==> images/flops_by_reg.png <==
(3 px per µm)
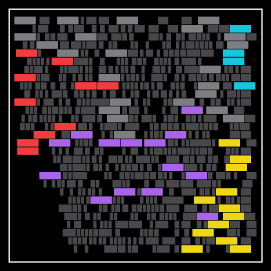
==> images/wires.png <==
(4 px per µm)
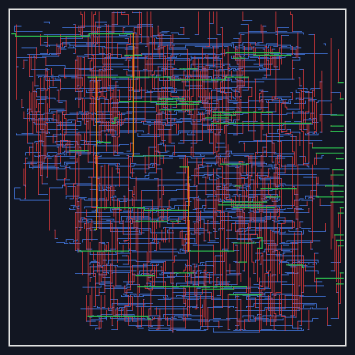
==> config.mk <==
export PLATFORM = sky130hd
export DESIGN_NAME = atm_entry_sequencer
export DESIGN_NICKNAME = d
export VERILOG_FILES = /design/src/rtl/atm_pkg.sv /design/src/rtl/atm_dec_accumulator.sv /design/src/rtl/atm_entry_sequencer.sv
export SDC_FILE = /design/constraint.sdc
export NUM_CORES = 1
export LEC_CHECK = 0
export ABC_AREA = 1
export CAP_MARGIN = 20
export CORE_UTILIZATION = 57
export CTS_CLUSTER_SIZE = 14
export DETAILED_ROUTE_END_ITERATION = 10
export PLACE_DENSITY = 0.81
export RECOVER_POWER = 50
export SLEW_MARGIN = 20
export SYNTH_ARGS = -nofsm -noshare
export SYNTH_HDL_FRONTEND = slang
export SYNTH_SLANG_ARGS = --single-unit
==> constraint.sdc <==
create_clock -name clk -period 3.4 [get_ports clk]
set_clock_uncertainty 0.1 [all_clocks]
set_input_delay 0.51 -clock clk [delete_from_list [all_inputs] [get_ports clk]]
set_output_delay 0.51 -clock clk [all_outputs]
set_load 0.005 [all_outputs]
==> run summary <==
Implementation progress

The routed design shows a wire length per standard cell of ~13 µm. For reference, the placement row count at floorplan is 29. By area, logic gates come first.

The adder-cell share of the synthesized area stands at 9.59%. The count of inserted antenna diode cells stands at 0. The final setup violation count stands at 0. For this design, the slowest cell found on the critical path is sky130_fd_sc_hd__dfxtp_1. slightly above 400 cells are multi-input combinational gates. With fillers left out, the area of the finished cells amounts to approximately 4400 µm². Dividing the detail-routed via count by the number of cells gives between 5 and 6. The TritonCTS buffer count stands at 9. The number of standard cells reported by yosys stands at ~560. Per the synthesis report, the AND-OR/OR-AND share of the synthesized area is a little over an eighth. The finished layout holds 684 standard cells, fillers aside.

In the layout the commonest cells are sky130_fd_sc_hd__nand2_1 (136), sky130_fd_sc_hd__inv_1 (71), sky130_fd_sc_hd__dfxtp_1 (63), sky130_fd_sc_hd__nor2_1 (56), sky130_fd_sc_hd__a21oi_1 (48). The hold slack stands at 0.356 ns. A synthesized cell averages 6.85 µm². The highest fanout seen on the critical path stands at 5. The cell area after technology mapping stands at approximately 3800 µm². TritonCTS built the clock tree. Across all stage logs, warnings added up to 27.

According to the I/O placement log, the pin count is 43. The non-clock buffer instance count of the final layout stands at between 40 and 50. The well tap count stands at just under 80. The combinational share of cell area stands at between 40% and 50%.

The remaining antenna violation count after routing stands at 0. The total stage count of the critical path stands at 15. The cell count after synthesis stands at 556. The number of violations of the max-capacitance limit stands at 0.

Of all the cell area in the finished design, non-clock buffers hold approximately 10%. At the end of routability-driven placement, the weighted congestion stood at between 0.8 and 0.9. In the synthesized netlist, the dominant kind of combinational cell is simple AND/OR/NAND/NOR gates. The timing report shows the most common cell along the critical path to be sky130_fd_sc_hd__nand2_1.

The main area contributors are sky130_fd_sc_hd__dfxtp_1 (33%), sky130_fd_sc_hd__nand2_1 (13%), sky130_fd_sc_hd__ha_1 (8.5%), sky130_fd_sc_hd__inv_1 (6.8%), sky130_fd_sc_hd__a21oi_1 (6.3%). Along the critical path, the tally of buffer and inverter instances is 2. The worst slew margin relative to its limit stands at 30.4%. In this run the worst hold path is classified as flip-flop to flip-flop. In this run the deepest clock path goes through 2 buffers. For reference, the most critical setup path is categorized as flip-flop to flip-flop.

Detailed-route iteration 0 reported a violation count of approximately 180. sky130_fd_sc_hd__nand2_1 is the most common cell in the netlist. The global-route wire length before repair stands at 15.3 mm. Entering global routing, the biggest net connects 18 pins.

The pre-antenna-repair detailed-routing pass consisted of 5 iterations. Per the final report, max-transition violations number 0. Counting cells, the worst reg-to-reg path comes to 15. The measured slew at the worst slew-check pin stands at just over 1 ns. The flow reported a cell area power density of about 340 nW/µm². The maximum clock rate stands at about 360 MHz. Leaving out fill and tap cells, the most frequent cell in the layout is sky130_fd_sc_hd__nand2_1. In this run the number of H-tree levels came out at 3. The mux cell area share after synthesis stands at 0%.

The area share of xor/xnor cells in the synthesized design stands at 2.76%. The chip area stands at 7010 µm². Setup repair after global routing left no endpoint under its margin. The number of setup buffers added after CTS is 0. Looking at the VDD voltage map, the peak drop is around 310 µV. The minimum clock period after layout stands at roughly 2.8 ns.

For this design, the sink count on the clock tree is approximately 63. The number of global-route vias before repair stands at 3,340. The vias after detailed routing stands at 3,692. For reference, the clock transition at the flip-flops on the worst setup and hold paths is 0.08 ns.

The post-synthesis to final-layout area growth stands at 16.7%. The critical path goes through ha_1 > ha_1 > fa_1 > nand2_1 > inv_1 > nor2_1 > nand2_1 > nor2_1 > nand2_1 > nor2_1 > nand3_1 > o21ai_0 > nand3_1 > nand2_1 > inv_1. The quantity of gates resized following cts stands at 0. STA classifies the critical path startpoint as a flip-flop.

Leaving out buffers and inverters, the combinational logic in the layout accounts for between 2000 and 2500 µm². The total negative slack for setup checks stands at 0 ns. The flow ran to the end, and the final reports show no timing, DRC or antenna violations. The post-synth count of flops with an enable pin is 0. CTS placed an instance of sky130_fd_sc_hd__clkbuf_8 at the clock tree root. Per STA, the worst path accumulates the most delay in the family simple AND/OR/NAND/NOR gates. The core footprint stands at about 6400 µm².

The area fraction in and, or, nand and nor cells stands at 31.6%. The placement report lists the number of port buffers as roughly 42. Yosys reports that the most numerous cell types are sky130_fd_sc_hd__nand2_1 (135), sky130_fd_sc_hd__inv_1 (69), sky130_fd_sc_hd__dfxtp_1 (63), sky130_fd_sc_hd__nor2_1 (56), sky130_fd_sc_hd__a21oi_1 (48).

The fill cell total of the finished layout stands at 551. The worst setup slack for register-to-register paths stands at between 0.6 and 0.7 ns. Of the cells placed in the final design, the portion with a size suffix greater than 1 is 7.91%.

For this configuration, the core starts out at a cell density of 59.7%. The Yosys step of the flow raised 0 warnings. The register with the most flip-flops in the layout has 14 of them.

STA classifies the critical path endpoint as a flip-flop. Detailed placement ended at an HPWL of 6.76 mm. The number of nets in the layout stands at between 600 and 700. sky130_fd_sc_hd__dfxtp_1 takes more of the synthesized area than any other cell. In the synthesized netlist the dominant register cell turns out to be sky130_fd_sc_hd__dfxtp_1. The arrival time at the worst endpoint stands at 2.93 ns.

The minimum setup slack in the final design stands at 0.628 ns. The final total power stands at between 0.0015 and 0.002 W. Synthesis produced a netlist with a net count of ~600. The area share of the largest cell type after synthesis stands at about a third. Global routing finished with a remaining overflow of 0. The number of cells on the worst hold path stands at 2. The number of design rule violations left after detail routing stands at 0. Non-clock inverters in the final layout number 79. In the finished design the tool counted flip-flops and latches totalling 63. The post-placement cell count stands at ~670. The initial antenna violation count stands at 0. The yosys stat chip area stands at approximately 3800 µm². Dividing the final minimum period by the clock period gives between 80 and 90%. Of the synthesized area, sequential elements account for approximately a third. The required time at the endpoint of the critical path stands at 3.56 ns.

The floorplan step set the die height to around 84 µm. In this run the horizontal extent of the chip is approximately 84 µm. The placed instances occupy a cell area of 4290 µm².

The timing report gives the biggest stage delay along the critical path as 0.43 ns. The synthesized netlist contains 33 unique library cells. The clock latency at the later pin of the worst-skew pair stands at 0.35 ns.

The power report puts the leakage power at just over 2 nW. The register bit total from synthesis stands at ~63. The async set or reset register ratio after synthesis stands at 0%.

In the final report, the number of hold violations comes to 0. The post-placement worst setup slack stands at 0.463 ns. The final-layout clock-cell area share stands at 3.88%.

The total of clock buffers placed in the layout stands at 9. The number of buffers inserted for hold repair after clock tree synthesis stands at 0.
-- flops_by_reg.png (at the start) --
legend:
  red:
    netlist_name: lock_cnt
    flops: 10
  cyan:
    netlist_name: pin
    flops: 4
    where: top right
  purple:
    netlist_name: u_acc.acc
    flops: 14
  yellow:
    netlist_name: accNumber
    flops: 12
    where: bottom right
not coloured: 23
FF+latch area: 1260 µm²
share of the core filled with cells in the final layout: 69.6%
flop share of the area: 28.4%
Seq. pwr: 0.000758 W

-- wires.png (at the start) --
legend:
  blue:
    layer: metal 1
    wire_length: 4,110 µm
  red:
    layer: metal 2
    wire_length: 4,260 µm
  orange:
    layer: metal 4
    wire_length: 89.8 µm
  green:
    layer: metal 3
    wire_length: 482 µm
post-detailed-routing wire length: 8.94 mm
GRT Resource Usage Total: 26.7%

## layer usage
layer | track usage, % | up-vias | share of wire (%)
li1 | - | 1907 | -
met1 | 35.3 | 1670 | 46
met2 | 44.7 | 106 | 48
met3 | 5.24 | 9 | 5.4
met4 | 6.47 | 0 | 1.0
met5 | 0 | - | 0
## where the power goes
| group | internal (W) | switching, W | leakage, nW | total [W] |
|---|---|---|---|---|
| clock network | 0.000265 | 0.000319 | 0.0894 | 0.000584 |
| logic | 0.0000625 | 0.000122 | 1.45 | 0.000184 |
| registers | 0.000747 | 0.0000110 | 0.508 | 0.000758 |
## tightest hold or removal path, cell delays in order (launching register included)
cell                      delay [ns]
sky130_fd_sc_hd__dfxtp_1        0.31
sky130_fd_sc_hd__nand2_1        0.06
sky130_fd_sc_hd__a21oi_1        0.05
Power is estimated from default activity; no workload was simulated.
